===== src/rtl/alu4_seq_pkg.sv =====
// Shared types and helpers for the nibble sequencer.
// State encoding, default width, nibble select.
package alu4_seq_pkg;

  typedef enum logic [1:0] {
    IDLE = 2'd0,
    RUN  = 2'd1,
    DONE = 2'd2
  } seq_state_t;

  localparam int NIBBLES_DEF = 4;

  // Pick nibble idx out of a vector zero-extended to 32 bits.
  function automatic logic [3:0] nib_sel(
    input logic [31:0] vec,
    input logic [2:0]  idx
  );
    return vec[{idx, 2'b00} +: 4];
  endfunction

endpackage


===== src/rtl/alu4_nibble_sequencer.sv =====
// Runs one wide operation through an external 4-bit ALU,
// one nibble per cycle, with carry chaining and flag collection.
module alu4_nibble_sequencer
  import alu4_seq_pkg::*;
#(
  parameter int NIBBLES = NIBBLES_DEF
) (
  input  logic                 clk,
  input  logic                 rst,
  input  logic                 start,
  input  logic [3:0]           cmd_op_first,
  input  logic [3:0]           cmd_op_chain,
  input  logic                 cmd_msb_first,
  input  logic [4*NIBBLES-1:0] cmd_a,
  input  logic [4*NIBBLES-1:0] cmd_b,
  input  logic                 cmd_mci,
  input  logic                 cmd_rci,
  output logic [3:0]           alu_op,
  output logic [3:0]           alu_a,
  output logic [3:0]           alu_b,
  output logic                 alu_mci,
  output logic                 alu_rci,
  input  logic [3:0]           alu_out,
  input  logic                 alu_mco,
  input  logic                 alu_rco,
  input  logic                 alu_ovf,
  output logic                 busy,
  output logic                 done,
  output logic [4*NIBBLES-1:0] result,
  output logic                 mco,
  output logic                 rco,
  output logic                 ovf,
  output logic                 zero
);

  localparam int W = 4 * NIBBLES;
  localparam logic [2:0] LAST = 3'(NIBBLES - 1);

  seq_state_t r_state;
  seq_state_t w_state_nx;

  logic         r_busy;
  logic         r_done;
  logic [3:0]   r_op_first;
  logic [3:0]   r_op_chain;
  logic         r_msb;
  logic [W-1:0] r_a;
  logic [W-1:0] r_b;
  logic         r_mc;
  logic         r_rc;
  logic         r_zacc;
  logic [2:0]   r_idx;
  logic [2:0]   r_pass;
  logic [W-1:0] r_work;
  logic [W-1:0] r_result;
  logic         r_mco;
  logic         r_rco;
  logic         r_ovf;
  logic         r_zero;

  logic         w_last;
  logic         w_zacc_nx;
  logic [W-1:0] w_work_nx;

  assign w_last    = (r_pass == LAST);
  assign w_zacc_nx = r_zacc & (alu_out == 4'd0);

  // Working register with the current pass's nibble merged in.
  always_comb begin
    w_work_nx = r_work;
    for (int i = 0; i < NIBBLES; i++) begin
      if (r_idx == 3'(i)) w_work_nx[4*i +: 4] = alu_out;
    end
  end

  // State register plus registered busy/done.
  always_ff @(posedge clk) begin
    if (rst) begin
      r_state <= IDLE;
      r_busy  <= 1'b0;
      r_done  <= 1'b0;
    end else begin
      r_state <= w_state_nx;
      r_busy  <= (w_state_nx != IDLE);
      r_done  <= (w_state_nx == DONE);
    end
  end

  // Next-state decode.
  always_comb begin
    w_state_nx = r_state;
    unique case (r_state)
      IDLE:    if (start) w_state_nx = RUN;
      RUN:     if (w_last) w_state_nx = DONE;
      DONE:    w_state_nx = IDLE;
      default: w_state_nx = IDLE;
    endcase
  end

  // ALU drive, decoded from registered state only.
  always_comb begin
    alu_op  = 4'd0;
    alu_a   = 4'd0;
    alu_b   = 4'd0;
    alu_mci = 1'b0;
    alu_rci = 1'b0;
    if (r_state == RUN) begin
      alu_op  = (r_pass == 3'd0) ? r_op_first : r_op_chain;
      alu_a   = nib_sel(32'(r_a), r_idx);
      alu_b   = nib_sel(32'(r_b), r_idx);
      alu_mci = r_mc;
      alu_rci = r_rc;
    end
  end

  // Command capture, per-pass datapath and held results.
  always_ff @(posedge clk) begin
    if (rst) begin
      r_op_first <= '0;
      r_op_chain <= '0;
      r_msb      <= 1'b0;
      r_a        <= '0;
      r_b        <= '0;
      r_mc       <= 1'b0;
      r_rc       <= 1'b0;
      r_zacc     <= 1'b0;
      r_idx      <= '0;
      r_pass     <= '0;
      r_work     <= '0;
      r_result   <= '0;
      r_mco      <= 1'b0;
      r_rco      <= 1'b0;
      r_ovf      <= 1'b0;
      r_zero     <= 1'b0;
    end else begin
      unique case (r_state)
        IDLE: begin
          if (start) begin
            r_op_first <= cmd_op_first;
            r_op_chain <= cmd_op_chain;
            r_msb      <= cmd_msb_first;
            r_a        <= cmd_a;
            r_b        <= cmd_b;
            r_mc       <= cmd_mci;
            r_rc       <= cmd_rci;
            r_zacc     <= 1'b1;
            r_idx      <= cmd_msb_first ? LAST : 3'd0;
            r_pass     <= '0;
            r_work     <= '0;
          end
        end
        RUN: begin
          r_work <= w_work_nx;
          r_mc   <= alu_mco;
          r_rc   <= alu_rco;
          r_zacc <= w_zacc_nx;
          r_idx  <= r_msb ? r_idx - 3'd1 : r_idx + 3'd1;
          r_pass <= r_pass + 3'd1;
          if (w_last) begin
            r_result <= w_work_nx;
            r_mco    <= alu_mco;
            r_rco    <= alu_rco;
            r_ovf    <= alu_ovf;
            r_zero   <= w_zacc_nx;
          end
        end
        default: ;
      endcase
    end
  end

  assign busy   = r_busy;
  assign done   = r_done;
  assign result = r_result;
  assign mco    = r_mco;
  assign rco    = r_rco;
  assign ovf    = r_ovf;
  assign zero   = r_zero;

endmodule

===== config.mk =====
export PLATFORM = sky130hd
export DESIGN_NAME = alu4_nibble_sequencer
export DESIGN_NICKNAME = d
export VERILOG_FILES = /design/src/rtl/alu4_seq_pkg.sv /design/src/rtl/alu4_nibble_sequencer.sv
export SDC_FILE = /design/constraint.sdc
export NUM_CORES = 1
export LEC_CHECK = 0
export CELL_PAD_IN_SITES_DETAIL_PLACEMENT = 0
export CELL_PAD_IN_SITES_GLOBAL_PLACEMENT = 2
export CORE_MARGIN = 5
export CORE_UTILIZATION = 33
export DETAILED_ROUTE_END_ITERATION = 12
export PLACE_DENSITY_LB_ADDON = 0.1
export SLEW_MARGIN = 0
export SYNTH_ARGS = -nofsm -noshare
export SYNTH_HDL_FRONTEND = slang
export SYNTH_SLANG_ARGS = --single-unit

===== constraint.sdc =====
create_clock -name clk -period 3.65 [get_ports clk]
set_input_delay 0.5475 -clock clk [delete_from_list [all_inputs] [get_ports clk]]
set_output_delay 0.5475 -clock clk [all_outputs]
set_load 0.02 [all_outputs]

==> out/qor.log, run 1 <==
INFO  global_route   globalRouteOverflowTotal=0
INFO  final_timing   finalMaxSlewViolations=0
INFO  global_route   grt_first_pass_wirelength=15300um
INFO  logic_synthesis seq_area_frac_synth=0.459
INFO  finish         final_common_cell=sky130_fd_sc_hd__dfxtp_1
INFO  worst_setup_path timing.reg2reg.setup_slack=1560ps
INFO  finish         lay_top_cells=sky130_fd_sc_hd__dfxtp_1 (90), sky130_fd_sc_hd__clkdlybuf4s50_1 (87), sky130_fd_sc_hd__nor2_1 (72), sky130_fd_sc_hd__mux2i_1 (61), sky130_fd_sc_hd__inv_1 (26)
INFO  cts            cts_hold_buffers=0
INFO  route          wl_per_cell=15.0um
INFO  route          drt_iter0_markers=118
INFO  pwr            total_power_per_unit_cell_area=445mW/mm^2
INFO  finish         areaGrowthSynthToFinish=31.7%
INFO  place          dp.final_hpwl=6410um
INFO  worst_setup_path timing.critical_path.to=alu_b[1]
INFO  worst_setup_path crit_start=r_idx[0]
INFO  flow_run       log.warning_count=31
INFO  cts            worstSkewPairLatency=340ps
INFO  pwr            ir_drop=0.288mV
INFO  cts            cts_buffers=9
INFO  final_timing   totalNegativeSetupSlack=0ps
INFO  logic_synthesis yosysWarnings=0
INFO  cts            cts_max_level=3
INFO  flow_run       cap_viol_max_count=0
INFO  worst_setup_path slowest_delay=800ps
INFO  final_timing   maxClockFrequency=332MHz
INFO  global_route   grt_antenna_before_repair=0
INFO  route          drt-vias-per-instance=4.86
INFO  logic_synthesis synth-edff-count=0
INFO  die            fp.dieH=119um
INFO  route          route.antenna.remaining_nets=0
INFO  worst_setup_path crit_type=flip-flop to output port
INFO  global_route   first_global_vias=3037
INFO  final_timing   setup_viol=0
INFO  die            placementRows=39
INFO  logic_synthesis postSynthCellCount=397
INFO  worst_setup_path r2r.worst_path.cells=4
INFO  cts            cts.clk_slew.worst_paths=60ps
INFO  logic_synthesis synth_area=0.00393sqmm
INFO  finish         layout.nets=531
INFO  worst_setup_path regToRegStartpoint=r_idx[0]
INFO  logic_synthesis synth_cell_types=39
INFO  cts            clock_sink_count=90
INFO  global_route   global_route_total_usage_across_every_layer=0.135
INFO  final_timing   rsz0062_at_grt=no
INFO  worst_setup_path worst_path_max_delay_cell=sky130_fd_sc_hd__dfxtp_1
INFO  route          drc_markers=0
INFO  die            core_region_area=0.0115sqmm
INFO  final_timing   worst_pin_slew=818ps
INFO  cts            cts_root_buffer=sky130_fd_sc_hd__clkbuf_16
INFO  final_timing   relSlewSlack=0.454
INFO  logic_synthesis synth_area_per_cell=9.89squm
INFO  final_timing   endpoints_failing_hold=0
INFO  worst_setup_path worstPathRequired=3100ps
INFO  hold_path      timing.hold.worst.class=flip-flop to flip-flop
INFO  cts            cts-root-to-sink-buffers=2
INFO  final_timing   timing.final.crit_period=3010ps
INFO  logic_synthesis postSynth.asyncResetShare=0
INFO  pwr            total_leakage_power=1.93nW
INFO  die            num_io_pins=89
INFO  logic_synthesis yosysChipArea=0.00393sqmm
INFO  logic_synthesis ys_seq_elements=90
INFO  worst_setup_path setup.worst_path.start_class=flip-flop
INFO  route          vias=3001
INFO  worst_setup_path data_arrival_time_at_the_worst_slack_endpoint=2470ps
INFO  worst_setup_path critical_path.cell_chain=mux4_2 > and3_1 > clkdlybuf4s50_1
INFO  pwr            totalPowerFinal=2.30mW
INFO  place          port_buffers=88
INFO  route          detail_route.wirelength=9280um
INFO  worst_setup_path worst_r2r_endpoint=r_work[6]
INFO  finish         antenna-diode-count=0
INFO  logic_synthesis fp_nets=459
INFO  die            die_extent_in_x=119um
INFO  route          firstDrtPassIters=4
INFO  cts            tritoncts=done
INFO  worst_setup_path cp-end-kind=output port
INFO  cts            post_cts_buffers=0
INFO  worst_setup_path crit_fanout=13
INFO  status         run_status=finished, final reports clean
INFO  global_route   grt_max_degree=53
INFO  finish         layout-drive-gt1-share=0.0570
INFO  finish         n_fill_cell=1133
INFO  logic_synthesis yosys_cells=397
INFO  place          routabilityCongestion=0.747
INFO  die            die-area=0.0142sqmm
INFO  final_timing   timing.final.crit_share=0.826
INFO  die            floorplan.core_util=0.341
INFO  logic_synthesis postSynth.topFlopCell=sky130_fd_sc_hd__dfxtp_1
INFO  final_timing   timing.clock.skew=7.60ps
INFO  cts            ctsResizeCount=0
[run 1: synth_stat cells, drive strengths merged (2+ instances only)]
cell type / count / area (sq um)
nor2: 72 / 270
o21ai: 3 / 15.0
buf: 12 / 92.6
nand2b: 6 / 37.5
a21oi: 6 / 30.0
nor2b: 5 / 31.3
o32ai: 17 / 149
dfxtp: 90 / 1800
mux4: 8 / 180
clkbuf: 18 / 68.8
o21a: 4 / 30.0
inv: 26 / 97.6
ha: 9 / 113
and3: 8 / 50.1
and2: 3 / 18.8
nand2: 11 / 41.3
o22ai: 2 / 12.5
mux2i: 61 / 611
a211oi: 19 / 143
[run 1: power breakdown]
part	switching, mW	total (mW)	internal [mW]	leakage (nW)
Clock	0.372	0.940	0.568	0.147
Sequential	0.0341	1.06	1.02	0.734
Combinational	0.141	0.303	0.162	1.05
[run 1: worst max-delay path: cells and delay by family, from the launching register on]
kind	cells	cell delay [ps]
flops	1	800
mux	1	580
buf+inv	1	540
simple gates	1	190
[run 1: metrics by stage]
stage	utilization	instance area [sq um]	worst slack [ps]	hold WS (ps)	std cells
after global placement	0.423	4870	956	447	601
after global routing	0.449	5170	448	481	617
final	0.449	5170	635	460	617
after floorplan	-	3930	1700	453	397
after CTS	0.449	5170	550	465	617
after detailed placement	0.423	4870	942	455	601
[run 1: cells by family (layout without fill, tap and decap cells)]
logic type | count (synthesis) | after routing | synth area share
xor+xnor | 1 | 1 | 0.00223
buf+inv | 56 | 133 | 0.0660
compound gates | 59 | 59 | 0.114
fa+ha+maj | 9 | 9 | 0.0287
flops | 90 | 90 | 0.459
simple gates | 113 | 113 | 0.129
mux | 69 | 69 | 0.201
[run 1: state kept, by name, indices dropped and copies added (netlist names), 3 cells and up]
name,count
r_b,16
r_a,16
result,16
r_pass,3
r_idx,3
r_op_first,4
r_work,16
r_op_chain,4
[run 1: area by class of cell]
cell class | count | area (sq um) | area share
multi-input combinational | 251 | 1870 | 0.362
clock buffer | 14 | 264 | 0.0511
timing repair buffer | 91 | 923 | 0.179
tap | 143 | 179 | 0.0346
sequential | 90 | 1800 | 0.348
inverter | 26 | 97.6 | 0.0189
clock inverter | 2 | 35.0 | 0.00677
[run 1: routing by layer]
layer  vias up  global-route usage  part of all wire
li1       1530                   -                 -
met2        61               0.226              0.49
met4         0              0.0413            0.0089
met1      1403               0.156              0.44
met5         -                   0                 0
met3         7              0.0602             0.062
[run 1: worst min-delay path by stage]
stage,cells past startpoint,slack (ps),to,startpoint
after global placement,2,450,ovf,ovf
after detailed placement,2,460,mco,mco
after CTS,2,460,mco,mco
final,2,460,zero,zero
after floorplan,2,450,r_work[12],r_work[12]
after global routing,2,480,mco,mco
### Cell classes on the final placement, run 1

Fill, decap, tap and diode cells in gray.
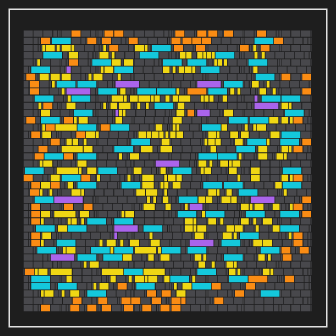
color	class	cells	share of their area
purple	clock drivers and dummy loads	16	6.0%
orange	other buffers and delay cells	91	18%
yellow	all other logic	277	39%
cyan	flip-flops	90	36%

### Metal layers overlaid, run 1

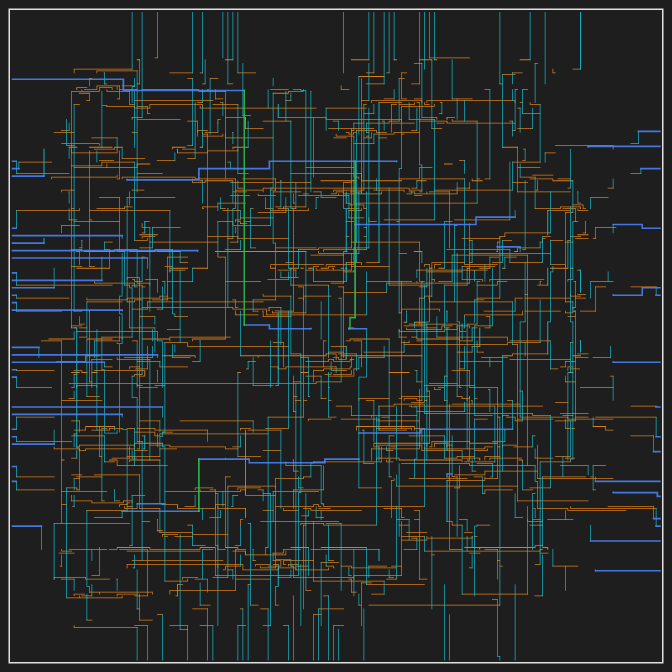
color	layer	wire length
orange	met1	4120 um
green	met4	83.9 um
blue	met3	576 um
cyan	met2	4500 um

### Sizing map, run 1

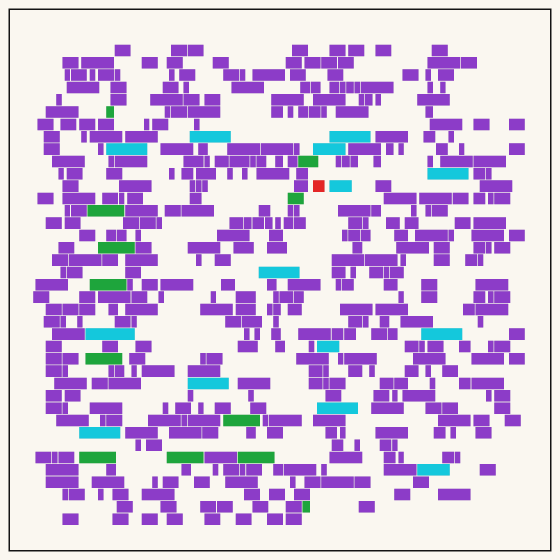
color	size	cells	share	most used
red	drive 3 to 4	1	0.21%	buf_4
cyan	drive 6 and up	14	3.0%	clkbuf_16
green	drive 2	12	2.5%	mux4_2
purple	drive 1 or less	447	94%	dfxtp_1

### Placed standard cells, run 1

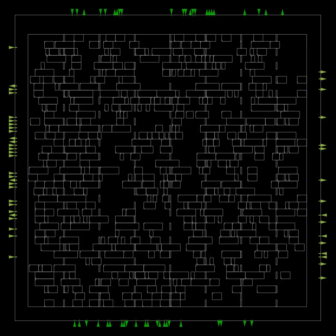

==> run 2: changes to the inputs <==
- CORE_UTILIZATION: 33 -> 28
- clock period: 3.65 -> 2.7 ns (I/O delays scaled with it)
### Placed standard cells, run 2

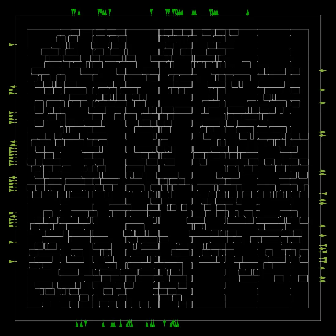
number of fill cells in the layout: 1382
TAP cells: 180
row count: 43
total core area: 0.0138 sq mm
non-filler cells in the finished layout: 659

### Metal layers overlaid, run 2

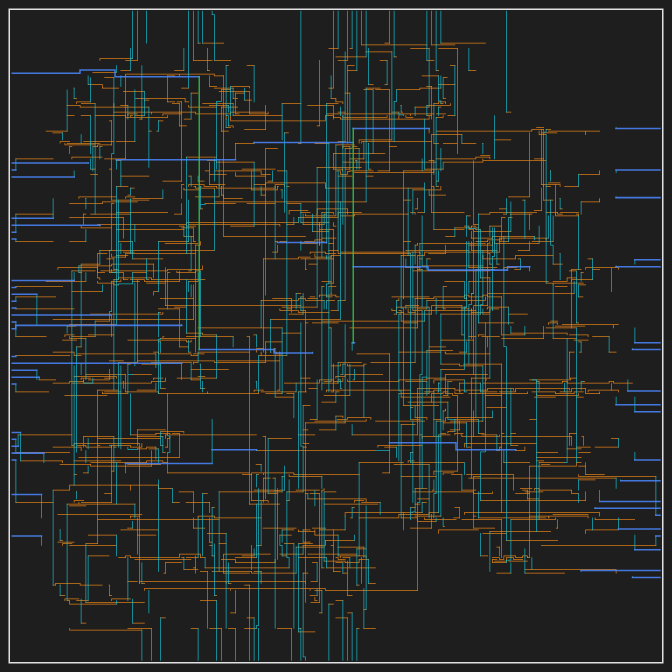
color	layer	wire length
green	met4	95.9 um
blue	met3	555 um
orange	met1	4600 um
cyan	met2	4650 um

==> out/qor.log, run 2 <==
INFO  status         run_status=finished, final reports clean
INFO  place          dp.final_hpwl=7030um [+9.7%]
INFO  pwr            total_leakage_power=1.95nW [+1.1%]
INFO  logic_synthesis synth_cell_types=39 [unchanged]
INFO  die            num_io_pins=89 [unchanged]
INFO  logic_synthesis netlist_top_cells_count=sky130_fd_sc_hd__dfxtp_1 (90), sky130_fd_sc_hd__nor2_1 (72), sky130_fd_sc_hd__mux2i_1 (61), sky130_fd_sc_hd__inv_1 (26), sky130_fd_sc_hd__a211oi_1 (19)
INFO  global_route   grt_antenna_before_repair=0 [unchanged]
INFO  final_timing   endpoints_failing_hold=0 [unchanged]
INFO  logic_synthesis postSynthCellCount=397 [unchanged]
INFO  place          port_buffers=88 [unchanged]
INFO  finish         comb_area=0.00187sqmm [+0.20%]
INFO  cts            cts_hold_buffers=0 [unchanged]
INFO  flow_run       log.warning_count=31 [unchanged]
INFO  pwr            total_power_per_unit_cell_area=594mW/mm^2 [+34%]
INFO  finish         layout-drive-gt1-share=0.0731 [+0.0161]
INFO  hold_path      timing.hold.worst.class=flip-flop to flip-flop
INFO  final_timing   worst_hold_slack=460ps [+0.490 ps]
INFO  finish         register_area=0.00180sqmm [about the same]
INFO  die            die_extent_in_x=128um [+7.8%]
INFO  logic_synthesis fp_nets=459 [unchanged]
INFO  pwr            ir_drop=0.350mV [+21%]
INFO  worst_setup_path slowest_delay=540ps [-260 ps]
INFO  cts            cts_max_level=3 [unchanged]
INFO  cts            cts-root-to-sink-buffers=2 [unchanged]
INFO  logic_synthesis postSynth.asyncResetShare=0 [unchanged]
INFO  logic_synthesis synth_area=0.00393sqmm [unchanged]
INFO  final_timing   finalMaxSlewViolations=0 [unchanged]
INFO  die            floorplan.core_util=0.284 [-0.0570]
INFO  logic_synthesis largest_area_cell=sky130_fd_sc_hd__dfxtp_1
INFO  finish         final_common_cell=sky130_fd_sc_hd__dfxtp_1
INFO  route          detail_route.wirelength=9910um [+6.8%]
INFO  final_timing   worst_pin_slew=677ps [-141 ps]
INFO  final_timing   timing.clock.skew=5.41ps [-2.20 ps]
INFO  final_timing   setup_viol=0 [unchanged]
INFO  final_timing   timing.final.crit_share=0.952
INFO  logic_synthesis ys_seq_elements=90 [unchanged]
INFO  cts            clock_sink_count=90 [unchanged]
INFO  final_timing   maxClockFrequency=389MHz
INFO  final_timing   rsz0062_at_grt=no
INFO  flow_run       cap_viol_max_count=0 [unchanged]
INFO  logic_synthesis postSynth.topFlopCell=sky130_fd_sc_hd__dfxtp_1
INFO  final_timing   relSlewSlack=0.548 [+0.0940]
INFO  worst_setup_path cp-end-kind=output port
INFO  die            die-area=0.0165sqmm [+16%]
INFO  final_timing   timing.final.crit_period=2570ps
INFO  logic_synthesis synth.top_cells.by_area=sky130_fd_sc_hd__dfxtp_1 (46%), sky130_fd_sc_hd__mux2i_1 (16%), sky130_fd_sc_hd__nor2_1 (6.9%)
INFO  cts            cts.clk_slew.worst_paths=60ps [about the same]
INFO  finish         areaGrowthSynthToFinish=33.7%
INFO  global_route   first_global_vias=3152 [+3.8%]
INFO  worst_setup_path timing.reg2reg.setup_slack=920ps [-640 ps]
INFO  cts            cts_root_buffer=sky130_fd_sc_hd__clkbuf_16
INFO  worst_setup_path setup.worst_path.start_class=flip-flop
INFO  worst_setup_path worstPathRequired=2300ps [-800 ps]
INFO  finish         layout.nets=536 [+0.94%]
INFO  route          route.antenna.remaining_nets=0 [unchanged]
INFO  final_timing   totalNegativeSetupSlack=0ps [unchanged]
INFO  global_route   global_route_total_usage_across_every_layer=0.126 [-0.00933]
INFO  route          drc_markers=0 [unchanged]
INFO  global_route   grt_first_pass_wirelength=16200um [+5.6%]
INFO  logic_synthesis yosysWarnings=0 [unchanged]
INFO  worst_setup_path critical_path.cell_chain=buf_4 > mux4_2 > and3_1 > clkdlybuf4s50_1
INFO  worst_setup_path worst_path_max_delay_cell=sky130_fd_sc_hd__mux4_2
INFO  logic_synthesis fraction_of_synthesized_cell_area_taken_by_the_top_area_cell_type=0.459 [unchanged]
INFO  logic_synthesis yosysChipArea=0.00393sqmm [unchanged]
INFO  logic_synthesis synth.most_common_cell=sky130_fd_sc_hd__dfxtp_1
INFO  worst_setup_path data_arrival_time_at_the_worst_slack_endpoint=2170ps [-300 ps]
INFO  finish         antenna-diode-count=0 [unchanged]
INFO  global_route   grt_max_degree=43 [-19%]
INFO  logic_synthesis synth-edff-count=0 [unchanged]
INFO  logic_synthesis seq_area_frac_synth=0.459 [unchanged]
INFO  worst_setup_path crit_fanout=13 [unchanged]
INFO  worst_setup_path crit_type=flip-flop to output port
INFO  logic_synthesis yosys_cells=397 [unchanged]
INFO  route          vias=3020 [+0.63%]
INFO  cts            worstSkewPairLatency=340ps [about the same]
INFO  route          drt_iter0_markers=140 [+19%]
INFO  route          firstDrtPassIters=4 [unchanged]
INFO  place          routabilityCongestion=0.718 [-3.9%]
INFO  finish         lay_top_cells=sky130_fd_sc_hd__dfxtp_1 (89), sky130_fd_sc_hd__clkdlybuf4s50_1 (87), sky130_fd_sc_hd__nor2_1 (72), sky130_fd_sc_hd__mux2i_1 (61), sky130_fd_sc_hd__inv_1 (26)
INFO  die            fp.dieH=128um [+7.8%]
INFO  route          wl_per_cell=15.0um [about the same]
INFO  global_route   globalRouteOverflowTotal=0 [unchanged]
INFO  route          drt-vias-per-instance=4.58 [-5.8%]
run 2: cell count changes in the layout (fill, tap and decap cells not counted):
cell                      delta
sky130_fd_sc_hd__nor2b_2     +1
sky130_fd_sc_hd__and2b_2     +1
sky130_fd_sc_hd__buf_12      -1
sky130_fd_sc_hd__nor2b_1     -1
sky130_fd_sc_hd__buf_4       +6
sky130_fd_sc_hd__dfxtp_2     +1
sky130_fd_sc_hd__dfxtp_1     -1
sky130_fd_sc_hd__and2b_1     -1
run 2: power breakdown:
part,leakage (nW),switching (mW),internal (mW)
logic,1.07,0.207,0.223
clock network,0.147,0.499,0.768
registers,0.735,0.0374,1.38
total,1.95,0.744,2.38
run 2: kinds of logic after synthesis:
family / share of synthesized area
AND-OR/OR-AND: 0.114
XOR/XNOR: 0.00223
adder cells (fa/ha/maj): 0.0287
buffers and inverters: 0.0660
flip-flops: 0.459
multiplexers: 0.201
AND/OR/NAND/NOR: 0.129
run 2: final cells by class:
class | count | share of cell area
multi-input combinational | 251 | 0.357
sequential | 90 | 0.344
timing repair buffer | 96 | 0.181
clock buffer | 14 | 0.0503
tap | 180 | 0.0429
inverter | 26 | 0.0186
clock inverter | 2 | 0.00668
run 2: critical path: cells and delay by family, from the launching register on:
kind                   cells  cell delay (ps)
buffers and inverters      2              770
multiplexers               1              540
AND/OR/NAND/NOR            1              200
flip-flops                 1              310
run 2: timing repair:
| item | 4_1_cts | 5_1_grt |
|---|---|---|
| buffers inserted | 0 | 0 |
| gates resized | 1 | 2 |
| setup endpoints to repair | 10 | 5 |
run 2: path summary, 6_finish.rpt:
kind                  from         end  cells past startpoint
setup reg to reg  r_idx[0]  result[11]                      6
hold reg to reg        rco         rco                      2
setup / recovery  r_idx[0]    alu_b[0]                      4
hold / removal         rco         rco                      2
run 2: layer usage:
metal	GRT usage	wire length (um)	up-vias
li1	-	-	1538
met1	0.155	4600	1414
met2	0.207	4650	62
met3	0.0482	555	6
met4	0.0356	95	0
met5	0	0	-
run 2: stage by stage:
step | instances | utilization | cell area (sq um) | worst slack, ps | power [mW]
after detailed placement | 643 | 0.358 | 4940 | 293 | 1.89
final | 659 | 0.380 | 5250 | 130 | 3.12
after global routing | 659 | 0.380 | 5250 | 5.39 | 3.29
after CTS | 659 | 0.379 | 5240 | 62.0 | 3.18
after global placement | 643 | 0.358 | 4940 | 322 | 1.89
after floorplan | 397 | - | 3930 | 890 | 1.71
### Sizing map, run 2

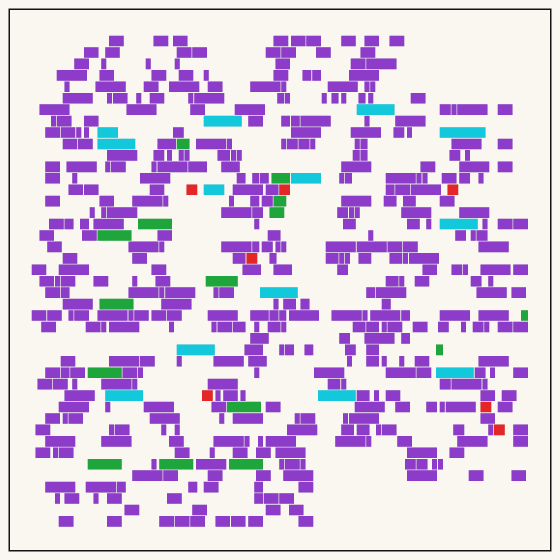

==> run 3: changes to the inputs <==
- CORE_MARGIN: 5 -> default
- PLACE_DENSITY: default -> 0.81
- PLACE_DENSITY_LB_ADDON: 0.1 -> default
### Sizing map, run 3

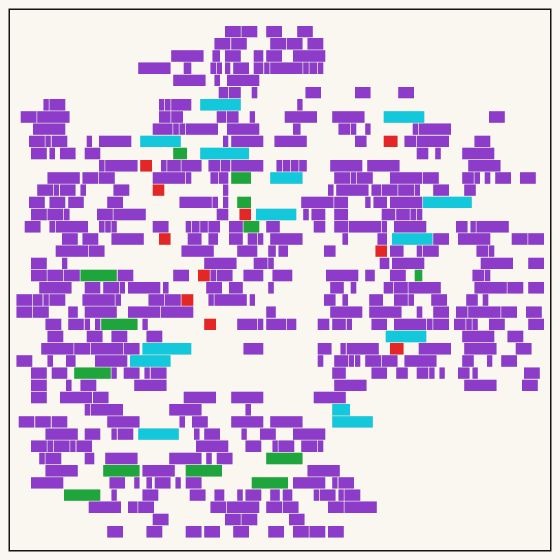
color	size	cells	share	most used
purple	drive 1 or less	442	92%	dfxtp_1
cyan	drive 6 and up	14	2.9%	clkbuf_16
red	drive 3 to 4	10	2.1%	buf_4
green	drive 2	13	2.7%	mux4_2

### Metal layers overlaid, run 3

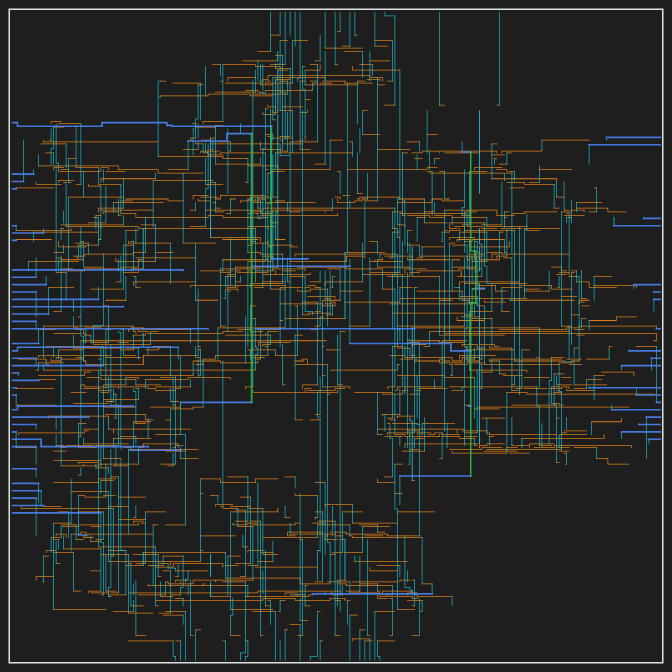
color	layer	wire length
cyan	met2	4220 um
green	met4	136 um
blue	met3	625 um
orange	met1	4400 um

==> out/qor.log, run 3 <==
INFO  worst_setup_path data_arrival_time_at_the_worst_slack_endpoint=2190ps [+20 ps]
INFO  flow_run       cap_viol_max_count=0 [unchanged]
INFO  logic_synthesis yosys_cells=397 [unchanged]
INFO  finish         areaGrowthSynthToFinish=34.8%
INFO  logic_synthesis postSynth.topFlopCell=sky130_fd_sc_hd__dfxtp_1
INFO  final_timing   worst_hold_slack=459ps [-0.753 ps]
INFO  logic_synthesis yosys-mux-area-fraction=0.201 [unchanged]
INFO  final_timing   relSlewSlack=0.584 [+0.0351]
INFO  route          highest_signal_layer_in_the_routed_design=met4
INFO  pwr            ir_drop=0.315mV [-10%]
INFO  logic_synthesis seq_area_frac_synth=0.459 [unchanged]
INFO  cts            cts_root_buffer=sky130_fd_sc_hd__clkbuf_16
INFO  logic_synthesis postSynth.asyncResetShare=0 [unchanged]
INFO  die            fp.dieH=120um [-6.2%]
INFO  pwr            total_leakage_power=1.97nW [+1.1%]
INFO  logic_synthesis largest_area_cell=sky130_fd_sc_hd__dfxtp_1
INFO  die            die-area=0.0145sqmm [-12%]
INFO  finish         register_area=0.00180sqmm [about the same]
INFO  cts            post_cts_buffers=0 [unchanged]
INFO  worst_setup_path crit_type=flip-flop to output port
INFO  logic_synthesis synthAdderAreaFrac=0.0287 [unchanged]
INFO  logic_synthesis fp_nets=459 [unchanged]
INFO  final_timing   maxClockFrequency=386MHz [-0.91%]
INFO  hold_path      timing.hold.worst.class=flip-flop to flip-flop
INFO  global_route   grt_max_degree=43 [unchanged]
INFO  route          drt_iter0_markers=220 [+57%]
INFO  route          detailroute.wirelength.met2=4220um [-9.3%]
INFO  finish         lay_top_cells=sky130_fd_sc_hd__dfxtp_1 (90), sky130_fd_sc_hd__clkdlybuf4s50_1 (87), sky130_fd_sc_hd__nor2_1 (72), sky130_fd_sc_hd__mux2i_1 (61), sky130_fd_sc_hd__inv_1 (26)
INFO  pwr            total_power_per_unit_cell_area=628mW/mm^2 [+5.7%]
INFO  worst_setup_path worstPathRequired=2300ps [about the same]
INFO  logic_synthesis synth_cell_types=39 [unchanged]
INFO  die            placementRows=42 [-2.3%]
INFO  global_route   global_route_total_usage_across_every_layer=0.138 [+0.0124]
INFO  logic_synthesis synth-simple-area-share=0.129 [unchanged]
INFO  pwr            netSwitchingPower=805uW [+8.3%]
INFO  final_timing   timing.final.crit_share=0.961 [+0.00873]
INFO  finish         layout.nets=536 [unchanged]
INFO  final_timing   timing.final.crit_period=2590ps [+23.6 ps]
INFO  logic_synthesis ys_seq_elements=90 [unchanged]
INFO  route          vias=3042 [+0.73%]
INFO  cts            worstSkewPairLatency=350ps [about the same]
INFO  final_timing   setup_viol=0 [unchanged]
INFO  logic_synthesis synth.top_cells.by_area=sky130_fd_sc_hd__dfxtp_1 (46%), sky130_fd_sc_hd__mux2i_1 (16%), sky130_fd_sc_hd__nor2_1 (6.9%)
INFO  route          firstDrtPassIters=4 [unchanged]
INFO  worst_setup_path worst_path_max_delay_cell=sky130_fd_sc_hd__clkdlybuf4s50_1
INFO  worst_setup_path critical_path.cell_chain=and2b_2 > and3_1 > clkdlybuf4s50_1
INFO  status         run_status=finished, final reports clean
INFO  cts            cts-root-to-sink-buffers=2 [unchanged]
INFO  route          wl_per_cell=14.3um [-4.7%]
INFO  die            core_region_area=0.0135sqmm [-2.7%]
INFO  finish         n_fill_cell=1404 [+1.6%]
INFO  logic_synthesis fraction_of_synthesized_cell_area_taken_by_the_top_area_cell_type=0.459 [unchanged]
INFO  flow_run       log.warning_count=31 [unchanged]
INFO  pwr            comb_power_share=0.128 [-0.010]
INFO  pwr            p_sw_frac=0.242 [+0.00360]
INFO  logic_synthesis yosysWarnings=0 [unchanged]
INFO  logic_synthesis synth.most_common_cell=sky130_fd_sc_hd__dfxtp_1
INFO  finish         layout-drive-gt1-share=0.0772 [+0.00418]
INFO  route          detail_route.wirelength=9390um [-5.2%]
INFO  place          preCtsSetupSlack=259ps [-34.2 ps]
INFO  die            die_extent_in_x=120um [-6.2%]
INFO  route          wirelength_met1=4400um [-4.2%]
INFO  pwr            internal_power=2.52mW [+6.2%]
INFO  global_route   grt_first_pass_wirelength=15600um [-3.5%]
INFO  place          routabilityCongestion=0.737 [+2.6%]
INFO  logic_synthesis synth-edff-count=0 [unchanged]
INFO  global_route   globalRouteOverflowTotal=0 [unchanged]
INFO  worst_setup_path cp-end-kind=output port
INFO  die            num_io_pins=89 [unchanged]
INFO  logic_synthesis netlist_top_cells_count=sky130_fd_sc_hd__dfxtp_1 (90), sky130_fd_sc_hd__nor2_1 (72), sky130_fd_sc_hd__mux2i_1 (61), sky130_fd_sc_hd__inv_1 (26), sky130_fd_sc_hd__a211oi_1 (19)
INFO  pwr            p_clk_frac=0.444 [+0.038]
INFO  final_timing   endpoints_failing_hold=0 [unchanged]
INFO  final_timing   worst_pin_slew=623ps [-54.0 ps]
INFO  route          route.antenna.remaining_nets=0 [unchanged]
INFO  place          dp.final_hpwl=6590um [-6.2%]
## run 3: cell types whose count changed in the layout (fill, tap and decap cells not counted)
cell	before	now
sky130_fd_sc_hd__dfxtp_2	1	0
sky130_fd_sc_hd__clkbuf_8	2	0
sky130_fd_sc_hd__clkinv_4	0	2
sky130_fd_sc_hd__inv_8	0	1
sky130_fd_sc_hd__clkinv_2	1	0
sky130_fd_sc_hd__dfxtp_1	89	90
sky130_fd_sc_hd__clkbuf_1	3	0
sky130_fd_sc_hd__clkinvlp_4	0	1
sky130_fd_sc_hd__bufinv_16	1	3
## run 3: path summary, 6_finish.rpt
path / startpoint / to / slack (ps) / cells past startpoint
hold reg to reg: zero / zero / 460 / 2
hold / removal: zero / zero / 460 / 2
setup / recovery: r_state[0] / alu_b[2] / 110 / 3
setup reg to reg: r_idx[1] / r_work[8] / 730 / 4
## run 3: routing by layer
layer	vias up	GRT usage
met5	-	0
met4	0	0.0556
met3	10	0.0443
met2	74	0.210
met1	1416	0.181
li1	1542	-
## run 3: cell families after synthesis
kind of cell	count (synthesis)
mux	69
buf+inv	56
fa+ha+maj	9
flops	90
xor+xnor	1
simple gates	113
compound gates	59
## run 3: final cells by class
class                           count  area share
Inverter                           26      0.0184
Multi-Input combinational cell    251       0.354
Clock buffer                        9      0.0425
Sequential cell                    90       0.340
Timing Repair Buffer               96       0.179
Tap cell                          176      0.0416
Clock inverter                      7      0.0239
## run 3: metrics by stage
step            util  power [mW]  cells  area (sq um)
4_1_cts        0.393        3.37    655          5290
3_5_place_dp   0.367        1.88    639          4940
2_1_floorplan      -        1.71    397          3930
5_1_grt        0.394        3.46    655          5290
6_report       0.394        3.33    655          5290
3_3_place_gp   0.367        1.88    639          4940
## run 3: repair_timing
action                                 CTS  global route
setup endpoints to repair               10             2
cloned                                   0             0
endpoints found under the hold margin    0             0
resized                                  1             1
hold buffers                             0             0
## run 3: critical path: cells and delay by family, from the launching register on
family | cells | cell delay [ps]
buf+inv | 1 | 610
flops | 1 | 530
simple gates | 2 | 700
## run 3: power by group through the flow
stage	clock, mW	combinational (mW)	sequential, mW
4_1_cts	1.51	0.432	1.42
6_report	1.48	0.427	1.42
5_1_grt	1.56	0.471	1.43
3_5_place_dp	0	0.430	1.45
2_1_floorplan	0	0.277	1.44
3_3_place_gp	0	0.425	1.45

==> notes/layouts.md <==
Pictures saved along the way, in no particular order.

Wires at chosen ports, followed through buffers.
image #1
Bar = 20 um.
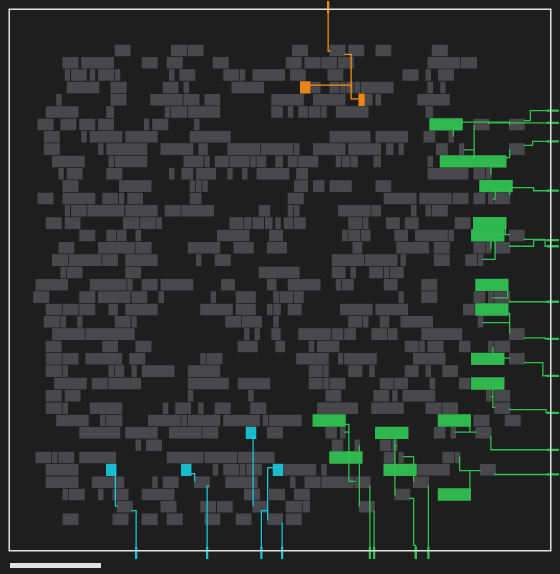
image #2
Bar = 20 um.
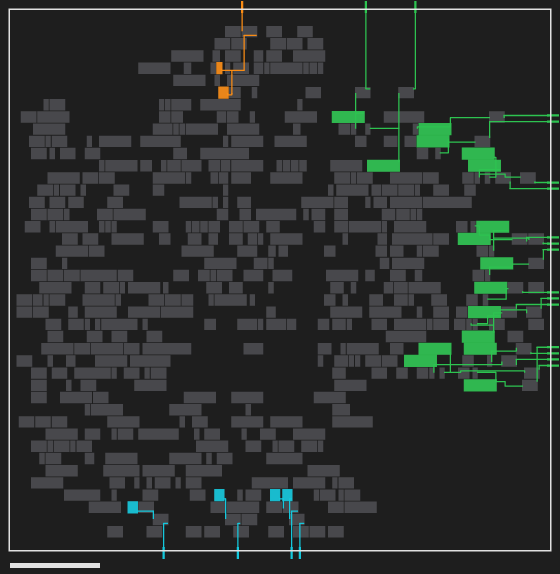
image #3
Bar = 50 um.
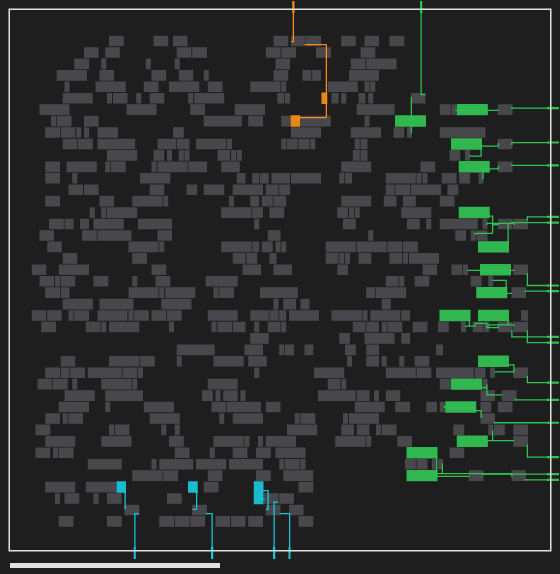
- run 3 = image #2
- run 2 = image #3
- run 1 = image #1

Key to image #1:
color	port	bits	direction	end cells	buffers	wire
orange	alu_mco	1	input	2	1	33.4 um
cyan	alu_a	4	output	4	4	79.6 um
green	result	16	output	16	16	321 um

No activity file was given, so power comes from the tool's default toggle rates.
